Figure 1. Routed clock nets over the placement (run 1).
Drawn at 1.5 px/µm.
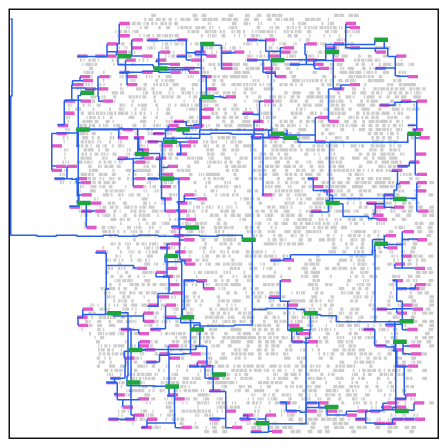
Figure 2. Routed metal, one colour a layer (run 1).
Drawn at 1 px/µm.
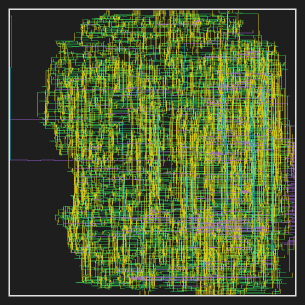
Figure 3. Signal wires on met3 (run 1).
Drawn at 1.5 px/µm.
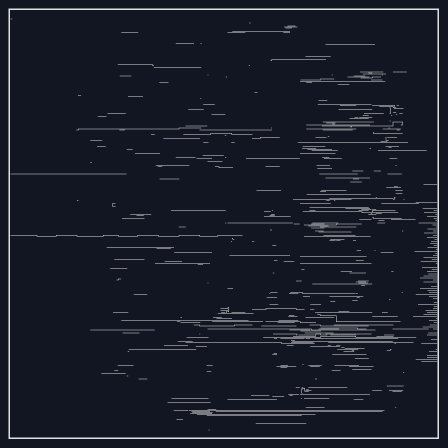
[config.mk]
export PLATFORM = sky130hd
export DESIGN_NAME = hilo_mult_unit
export DESIGN_NICKNAME = d
export VERILOG_FILES = /design/src/rtl/hilo_pkg.sv /design/src/rtl/mult_iter_32.sv /design/src/rtl/hilo_mult_unit.sv
export SDC_FILE = /design/constraint.sdc
export NUM_CORES = 1
export LEC_CHECK = 0
export CAP_MARGIN = 30
export CORE_MARGIN = 2
export CORE_UTILIZATION = 30
export CTS_CLUSTER_SIZE = 30
export DETAILED_ROUTE_END_ITERATION = 8
export PLACE_DENSITY_LB_ADDON = 0.15
export SETUP_SLACK_MARGIN = 0.02
export SLEW_MARGIN = 15
export SYNTH_ARGS = -nofsm -noshare
export SYNTH_HDL_FRONTEND = slang
export SYNTH_SLANG_ARGS = --single-unit
[constraint.sdc]
create_clock -name Clk -period 5.75 [get_ports Clk]
set_input_delay 1.15 -clock Clk [delete_from_list [all_inputs] [get_ports Clk]]
set_output_delay 1.15 -clock Clk [all_outputs]
set_load 0.02 [all_outputs]
[src/rtl/hilo_pkg.sv]
// Shared definitions for the HI/LO multiply/accumulate unit: operation codes
// (single source for the ALU control decoder too), FSM states and defaults.
package hilo_pkg;

    localparam int DEFAULT_WIDTH = 32;

    localparam logic [5:0] OP_MULT  = 6'h03;
    localparam logic [5:0] OP_MULTU = 6'h04;
    localparam logic [5:0] OP_MUL   = 6'h13;
    localparam logic [5:0] OP_MADD  = 6'h14;
    localparam logic [5:0] OP_MSUB  = 6'h15;
    localparam logic [5:0] OP_MFHI  = 6'h17;
    localparam logic [5:0] OP_MFLO  = 6'h18;
    localparam logic [5:0] OP_MTHI  = 6'h19;
    localparam logic [5:0] OP_MTLO  = 6'h1A;

    typedef enum logic [1:0] {
        IDLE   = 2'd0,
        CALC   = 2'd1,
        FINISH = 2'd2
    } hilo_state_e;

    // Operations that run through the iterative multiplier.
    function automatic logic is_mult_op(input logic [5:0] op);
        return (op == OP_MULT) || (op == OP_MULTU) || (op == OP_MUL) ||
               (op == OP_MADD) || (op == OP_MSUB);
    endfunction

    // Moves complete in a single IDLE cycle.
    function automatic logic is_move_op(input logic [5:0] op);
        return (op == OP_MFHI) || (op == OP_MFLO) ||
               (op == OP_MTHI) || (op == OP_MTLO);
    endfunction

    // Multiplies whose operands are treated as two's complement.
    function automatic logic is_signed_op(input logic [5:0] op);
        return (op == OP_MULT) || (op == OP_MUL) ||
               (op == OP_MADD) || (op == OP_MSUB);
    endfunction

endpackage

[src/rtl/mult_iter_32.sv]
// Shift-add unsigned multiplier datapath. 'start' loads the operands and
// clears the partial product; each 'step' cycle performs one iteration.
// 'last' is high during the step that completes the final iteration.
module mult_iter_32 #(
    parameter int W = 32
) (
    input  logic           clk,
    input  logic           rst,
    input  logic           start,
    input  logic           step,
    input  logic [W-1:0]   mcand_in,
    input  logic [W-1:0]   mplier_in,
    output logic [2*W-1:0] product,
    output logic           last
);

    localparam int CW = $clog2(W);
    localparam logic [CW-1:0] CNT_LAST = CW'(W - 1);

    logic [2*W-1:0] mcand_q, mcand_d;
    logic [W-1:0]   mplier_q, mplier_d;
    logic [2*W-1:0] prod_q, prod_d;
    logic [CW-1:0]  cnt_q, cnt_d;

    // Load on start, otherwise add-if-LSB-set and shift on each step.
    always_comb begin
        mcand_d  = mcand_q;
        mplier_d = mplier_q;
        prod_d   = prod_q;
        cnt_d    = cnt_q;
        if (start) begin
            mcand_d  = {{W{1'b0}}, mcand_in};
            mplier_d = mplier_in;
            prod_d   = '0;
            cnt_d    = '0;
        end else if (step) begin
            if (mplier_q[0]) begin
                prod_d = prod_q + mcand_q;
            end
            mcand_d  = mcand_q << 1;
            mplier_d = mplier_q >> 1;
            cnt_d    = cnt_q + 1'b1;
        end
    end

    // Datapath registers.
    always_ff @(posedge clk) begin
        if (rst) begin
            mcand_q  <= '0;
            mplier_q <= '0;
            prod_q   <= '0;
            cnt_q    <= '0;
        end else begin
            mcand_q  <= mcand_d;
            mplier_q <= mplier_d;
            prod_q   <= prod_d;
            cnt_q    <= cnt_d;
        end
    end

    assign product = prod_q;
    assign last    = step && (cnt_q == CNT_LAST);

endmodule

[src/rtl/hilo_mult_unit.sv]
// Iterative multiply/accumulate unit with architectural HI/LO registers.
// Handshake: an op is accepted in a cycle where OpValid=1, Busy=0 and the
// code is recognised; Done pulses once when it completes, ResultValid pulses
// alongside Done when Result was rewritten (MUL, MFHI, MFLO).
module hilo_mult_unit
    import hilo_pkg::*;
#(
    parameter int WIDTH = DEFAULT_WIDTH
) (
    input  logic             Clk,
    input  logic             Rst,
    input  logic [5:0]       ALUControl,
    input  logic             OpValid,
    input  logic [WIDTH-1:0] A,
    input  logic [WIDTH-1:0] B,
    output logic             Busy,
    output logic             Done,
    output logic [WIDTH-1:0] Result,
    output logic             ResultValid,
    output logic [WIDTH-1:0] HI,
    output logic [WIDTH-1:0] LO,
    output hilo_state_e      dbg_state
);

    hilo_state_e      state_q, state_d;
    logic [5:0]       op_q, op_d;
    logic             neg_q, neg_d;
    logic [WIDTH-1:0] hi_q, hi_d;
    logic [WIDTH-1:0] lo_q, lo_d;
    logic [WIDTH-1:0] result_q, result_d;
    logic             done_q, done_d;
    logic             rv_q, rv_d;

    logic               issue;
    logic               mult_start;
    logic               mult_last;
    logic [WIDTH-1:0]   a_mag, b_mag;
    logic [2*WIDTH-1:0] raw_prod;
    logic [2*WIDTH-1:0] signed_prod;
    logic [2*WIDTH-1:0] hilo_new;

    assign issue = OpValid && (state_q == IDLE) &&
                   (is_mult_op(ALUControl) || is_move_op(ALUControl));

    // Magnitudes feed the unsigned core; -2^(W-1) maps to 2^(W-1) unsigned.
    always_comb begin
        a_mag = A;
        b_mag = B;
        if (is_signed_op(ALUControl)) begin
            if (A[WIDTH-1]) a_mag = -A;
            if (B[WIDTH-1]) b_mag = -B;
        end
    end

    mult_iter_32 #(.W(WIDTH)) u_iter (
        .clk       (Clk),
        .rst       (Rst),
        .start     (mult_start),
        .step      (state_q == CALC),
        .mcand_in  (a_mag),
        .mplier_in (b_mag),
        .product   (raw_prod),
        .last      (mult_last)
    );

    // Next-state, issue decode and FINISH write-back.
    always_comb begin
        state_d     = state_q;
        op_d        = op_q;
        neg_d       = neg_q;
        hi_d        = hi_q;
        lo_d        = lo_q;
        result_d    = result_q;
        done_d      = 1'b0;
        rv_d        = 1'b0;
        mult_start  = 1'b0;
        signed_prod = neg_q ? -raw_prod : raw_prod;
        hilo_new    = {hi_q, lo_q};

        case (state_q)
            IDLE: begin
                if (issue) begin
                    if (is_mult_op(ALUControl)) begin
                        mult_start = 1'b1;
                        op_d       = ALUControl;
                        neg_d      = is_signed_op(ALUControl) && (A[WIDTH-1] ^ B[WIDTH-1]);
                        state_d    = CALC;
                    end else begin
                        done_d = 1'b1;
                        case (ALUControl)
                            OP_MTHI: hi_d = A;
                            OP_MTLO: lo_d = A;
                            OP_MFHI: begin
                                result_d = hi_q;
                                rv_d     = 1'b1;
                            end
                            OP_MFLO: begin
                                result_d = lo_q;
                                rv_d     = 1'b1;
                            end
                            default: ;
                        endcase
                    end
                end
            end
            CALC: begin
                if (mult_last) state_d = FINISH;
            end
            FINISH: begin
                done_d  = 1'b1;
                state_d = IDLE;
                case (op_q)
                    OP_MADD: hilo_new = {hi_q, lo_q} + signed_prod;
                    OP_MSUB: hilo_new = {hi_q, lo_q} - signed_prod;
                    OP_MUL:  hilo_new = {hi_q, lo_q};
                    default: hilo_new = signed_prod;
                endcase
                hi_d = hilo_new[2*WIDTH-1:WIDTH];
                lo_d = hilo_new[WIDTH-1:0];
                if (op_q == OP_MUL) begin
                    result_d = signed_prod[WIDTH-1:0];
                    rv_d     = 1'b1;
                end
            end
            default: state_d = IDLE;
        endcase
    end

    // Architectural and control registers.
    always_ff @(posedge Clk) begin
        if (Rst) begin
            state_q  <= IDLE;
            op_q     <= '0;
            neg_q    <= 1'b0;
            hi_q     <= '0;
            lo_q     <= '0;
            result_q <= '0;
            done_q   <= 1'b0;
            rv_q     <= 1'b0;
        end else begin
            state_q  <= state_d;
            op_q     <= op_d;
            neg_q    <= neg_d;
            hi_q     <= hi_d;
            lo_q     <= lo_d;
            result_q <= result_d;
            done_q   <= done_d;
            rv_q     <= rv_d;
        end
    end

    assign Busy        = (state_q != IDLE);
    assign Done        = done_q;
    assign ResultValid = rv_q;
    assign Result      = result_q;
    assign HI          = hi_q;
    assign LO          = lo_q;
    assign dbg_state   = state_q;

endmodule

==> flow_metrics.tcl, run 1 <==
# place-and-route summary
set metrics [dict create \
    use_met1_pct 35.9 \
    netSwitchingPower_mw 1.38 \
    cts_sinks 272 \
    first_global_vias 23900 \
    drc_errors 0 \
    final_cells 4715 \
    ys_types 100 \
    dieArea_mm2 0.0813 \
    violations "negative setup slack" \
    fp_util_pct 30.1 \
    maxCapViolCount 0 \
    grt_pass1_wl_um 155000 \
    seq_cells 272 \
    slew_headroom_pct 24.7 \
    nets 3845 \
    outcome "finished, violations left" \
    clk_share_pct 4.13 \
    pg_seq_mw 1.91 \
    crit_buf_inv 5 \
    htree_num_levels 2 \
    power_leader "clock" \
    ys_top_cells_by_count "nand2_1, a21oi_1, nor2_1" \
    dp_cells 4620 \
    logic_family "AND-OR/OR-AND gates" \
    mux_area_share_pct 1.16 \
    top_cells_by_area "dfxtp_1, nand2_1, a21oi_1, ha_1, xnor2_1" \
    crit_required_ps 6210 \
    final_antenna_net_count 0 \
    simple_gate_share_pct 24.5 \
    max_freq_mhz 171 \
    finalSetupViolations 7 \
    overflow 0 \
    slew_violations 0 \
    layout_setup_ws_ps -96.9 \
    finalInstanceArea_mm2 0.0308 \
    power_frac_comb_pct 14.0 \
    vias 25800 \
    cpPeakStageDelay_ps 540 \
    yosys.area.top_type_share_pct 23.0 \
    antenna_found_initial 0 \
    start_kind "flip-flop" \
    nNonClkBuffers 536 \
]
Notes on Figure 1 above:
[flip-flops] magenta | count: 272
[clock wires] blue | length: 5080 µm
[clock drivers] green | count: 37
routed clock nets: 38
flops lie: all over the die

Notes on Figure 2 above:
| layer | colour | wire length |
|---|---|---|
| metal 2 | yellow | 44.3 mm |
| metal 3 | purple | 6130 µm |
| metal 4 | cyan | 3200 µm |
| metal 1 | green | 50.3 mm |

Notes on Figure 3 above:
wire length on this layer: 6130 µm
share of all routed wire: 5.9%
longest straight run: 130 µm
main direction: horizontal

run 1: layout by cell type, fill, tap and decap left out, types with 32 or more instances in the layout:
cell type        count
o211ai_1            36
nand4_1             49
nor2_1             314
nand2_1            485
clkdlybuf4s50_1    172
xnor2_1            154
nor3_1              72
a21oi_1            337
buf_4              345
ha_1               126
nand3_1             47
o31ai_1             32
o21ai_0            127
a31oi_1             39
a211oi_1            79
xor2_1             136
nor2b_1             34
a311oi_1            67
a21o_1              85
dfxtp_1            269
inv_1               58
clkbuf_16           37
run 1: final timing paths:
check                            from                  end  cells past startpoint
setup / recovery    u_iter.product[1]               HI[23]                     27
hold / removal    u_iter.mplier_q[22]  u_iter.mplier_q[21]                      2
setup reg to reg    u_iter.product[1]               HI[23]                     27
hold reg to reg   u_iter.mplier_q[22]  u_iter.mplier_q[21]                      2
Figure 4. Clock nets (run 1).
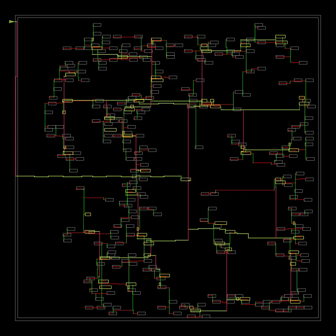

==> inputs of run 2 (changes only) <==
--- a/config.mk
+++ b/config.mk
@@ -6,7 +6,7 @@
 export NUM_CORES = 1
 export LEC_CHECK = 0
 export CAP_MARGIN = 30
-export CORE_MARGIN = 2
+export CORE_MARGIN = 8
 export CORE_UTILIZATION = 30
 export CTS_CLUSTER_SIZE = 30
 export DETAILED_ROUTE_END_ITERATION = 8
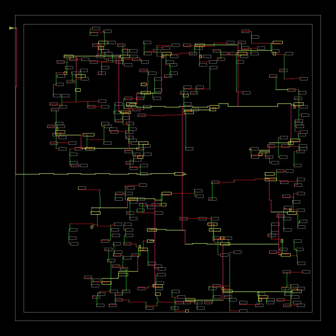
Figure 5: run 2, clock nets.
CTS Sinks: 272
clock buf count: 50
TritonCTS Buffers: 37
latest clock arrival within the worst-skew pair: 580 ps
FFs & Latches: 272

==> run 2 against run 1 <==
Net effect:
- the flow still finishes with violations (negative setup slack)
- clock-buffer cell count down 2
- synthesized cell count did not move
- cell count hardly changed
- worst hold slack got worse by 4.8 ps
- global-route usage shrank 2.1 points
- combinational power down 5.6%
- core utilization fell by 0.35 points
- critical path depth fell by 1
- first-iteration DRC count fell by 5.6%
- clock power is 2% lower
- sequential power barely moved
- die size is 8.6% higher
- critical path type unchanged
- critical endpoint unchanged
- highest routed layer unchanged
==> flow_metrics.tcl, run 2 <==
# place-and-route summary
set metrics [dict create \
    outcome "finished, violations left" \
    violations "negative setup slack" \
    final_antenna_net_count 0 \
    use_met1_pct 32.4 \
    cpPeakStageDelay_ps 490 \
    yosys.area.top_type_share_pct 23.0 \
    finalSetupViolations 4 \
    slew_violations 0 \
    netSwitchingPower_mw 1.40 \
    ys_types 100 \
    top_cells_by_area "dfxtp_1, nand2_1, a21oi_1, ha_1, xnor2_1" \
    final_cells 4713 \
    dieArea_mm2 0.0883 \
    grt_pass1_wl_um 157000 \
    fp_util_pct 30.1 \
    pg_seq_mw 1.91 \
    simple_gate_share_pct 24.5 \
    layout_setup_ws_ps -85.2 \
    start_kind "flip-flop" \
    drc_errors 0 \
    most-common-layout-cells "nand2_1, buf_4, a21oi_1" \
    first_global_vias 24300 \
]
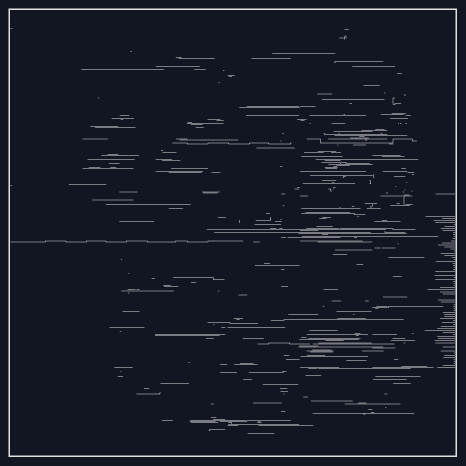
Figure 6: run 2, signal wires on met3.
Drawn at 1.5 px/µm.
share of all routed wire: 5.3%
main direction: horizontal
wire length on this layer: 5560 µm

[run 2: cell count changes in the layout (fill, tap and decap cells not counted), moves of 5 or more]
cell and change:
o21ai_2 -9, buf_4 +11, a21oi_1 +11, a21oi_2 -9
nor3_2 -5, nand2_2 -5, buf_6 -10, o21ai_1 +9
[run 2: what timing repair did]
| item | CTS | global route |
|---|---|---|
| resized | 23 | 75 |
| endpoints found under the setup margin | 23 | 35 |
| buffers inserted | 10 | 5 |
| pin swaps | 22 | 57 |
[run 2: final timing paths]
kind / from / to / slack (ps) / cells past startpoint
worst max-delay path: u_iter.product[1] / HI[23] / -90 / 26
worst min-delay path: u_iter.cnt_q[4] / u_iter.cnt_q[4] / 460 / 2
worst max register to register: u_iter.product[1] / HI[23] / -90 / 26
worst min register to register: u_iter.cnt_q[4] / u_iter.cnt_q[4] / 460 / 2
Figure 7. Routed clock nets over the placement (run 2).
Drawn at 1.5 px/µm.
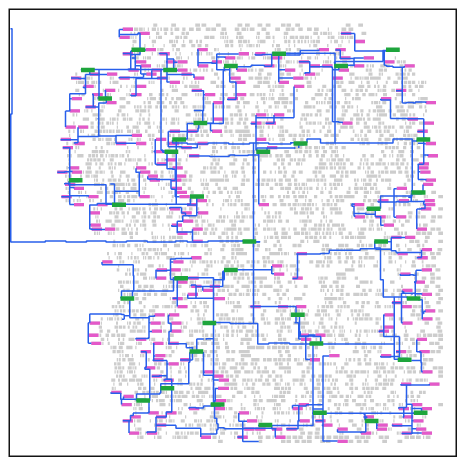

==> inputs of run 3 (changes only) <==
--- a/config.mk
+++ b/config.mk
@@ -7,11 +7,10 @@
 export LEC_CHECK = 0
 export CAP_MARGIN = 30
 export CORE_MARGIN = 8
-export CORE_UTILIZATION = 30
+export CORE_UTILIZATION = 55
 export CTS_CLUSTER_SIZE = 30
 export DETAILED_ROUTE_END_ITERATION = 8
 export PLACE_DENSITY_LB_ADDON = 0.15
-export SETUP_SLACK_MARGIN = 0.02
 export SLEW_MARGIN = 15
 export SYNTH_ARGS = -nofsm -noshare
 export SYNTH_HDL_FRONTEND = slang
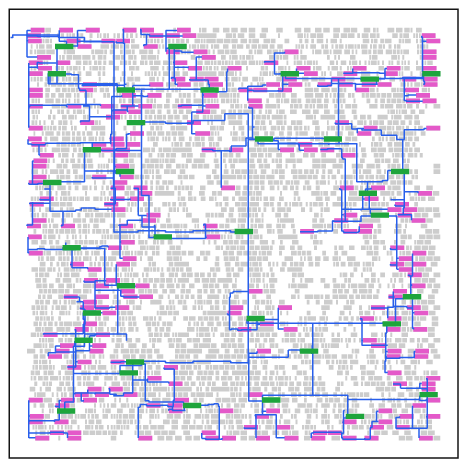
Figure 8: run 3, routed clock nets over the placement.
Drawn at 2 px/µm.
[clock drivers] green | count: 34
[flip-flops] magenta | count: 272
[clock wires] blue | length: 4210 µm
flops lie: all over the die
routed clock nets: 35

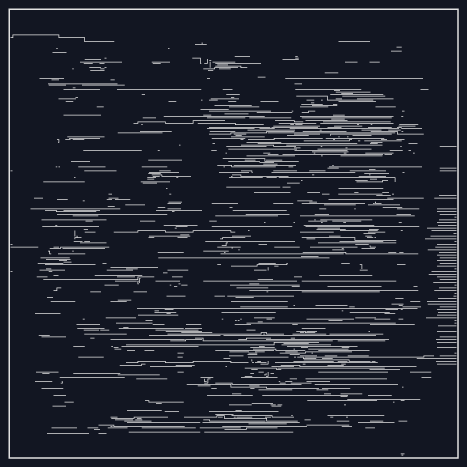
Figure 9: run 3, signal wires on met3.
Drawn at 2 px/µm.
main direction: horizontal
longest straight run: 140 µm

==> run 3 against run 2 <==
Net effect:
- the flow still finishes with violations (negative setup slack)
- sequential power about the same
- sequential share of layout area grew 0.79 points
- via count increased by 3.4%
- area after synthesis is the same
- clock-buffer cell count fell by 3
- non-clock buffer count fell by 74
- global-route usage is 12 points higher
- sequential cell count is the same
- setup slack lost 11 ps
- cell count fell by 12%
- fmax shrank 0.19%
- largest power group unchanged
- combinational power shrank 3.3%
==> flow_metrics.tcl, run 3 <==
# place-and-route summary
set metrics [dict create \
    simple_gate_share_pct 24.5 \
    seq_cells 272 \
    violations "negative setup slack" \
    dieArea_mm2 0.0500 \
    cpPeakStageDelay_ps 530 \
    final_antenna_net_count 0 \
    cp-endpoint "HI[29]" \
    hold_end "u_iter.mcand_q[56]" \
    finalSetupViolations 6 \
    final_cells 4131 \
    top_cells_by_area "dfxtp_1, nand2_1, a21oi_1, ha_1, xnor2_1" \
    most-common-layout-cells "nand2_1, a21oi_1, nor2_1" \
    yosys.area.top_type_share_pct 23.0 \
    outcome "finished, violations left" \
    r2r-end "HI[29]" \
    critical_path_depth 25 \
    layout_setup_ws_ps -96.2 \
    fp_util_pct 55.4 \
    cts_made_buffers 34 \
    grt_pass1_wl_um 141000 \
    min_from "u_iter.mcand_q[55]" \
    start_kind "flip-flop" \
    r2r-start "u_iter.product[0]" \
]
## run 3: timing repair
item	CTS	global route
endpoints found under the setup margin	19	31
gates cloned	0	0
pin swaps	32	46
buffers inserted	13	19
gates resized	27	76
## run 3: power by group
part / switching, mW / internal [mW]
Sequential: 0.0132 / 1.90
Clock: 0.916 / 1.32
Combinational: 0.364 / 0.289
Total: 1.29 / 3.51
## run 3: per-stage QoR
stage,power (mW),TNS (ps),worst slack (ps),hold WS [ps],utilization (%)
floorplan,2.28,-3.76,-3.76,441,-
global placement,2.51,-458,-91.7,446,63.7
detailed placement,2.52,-1710,-224,461,63.8
CTS,4.74,-98.4,-40.6,469,66.9
global route,4.93,-3400,-323,480,68.3
finish,4.80,-218,-96.2,460,68.3
No activity file was given, so power comes from the tool's default toggle rates.
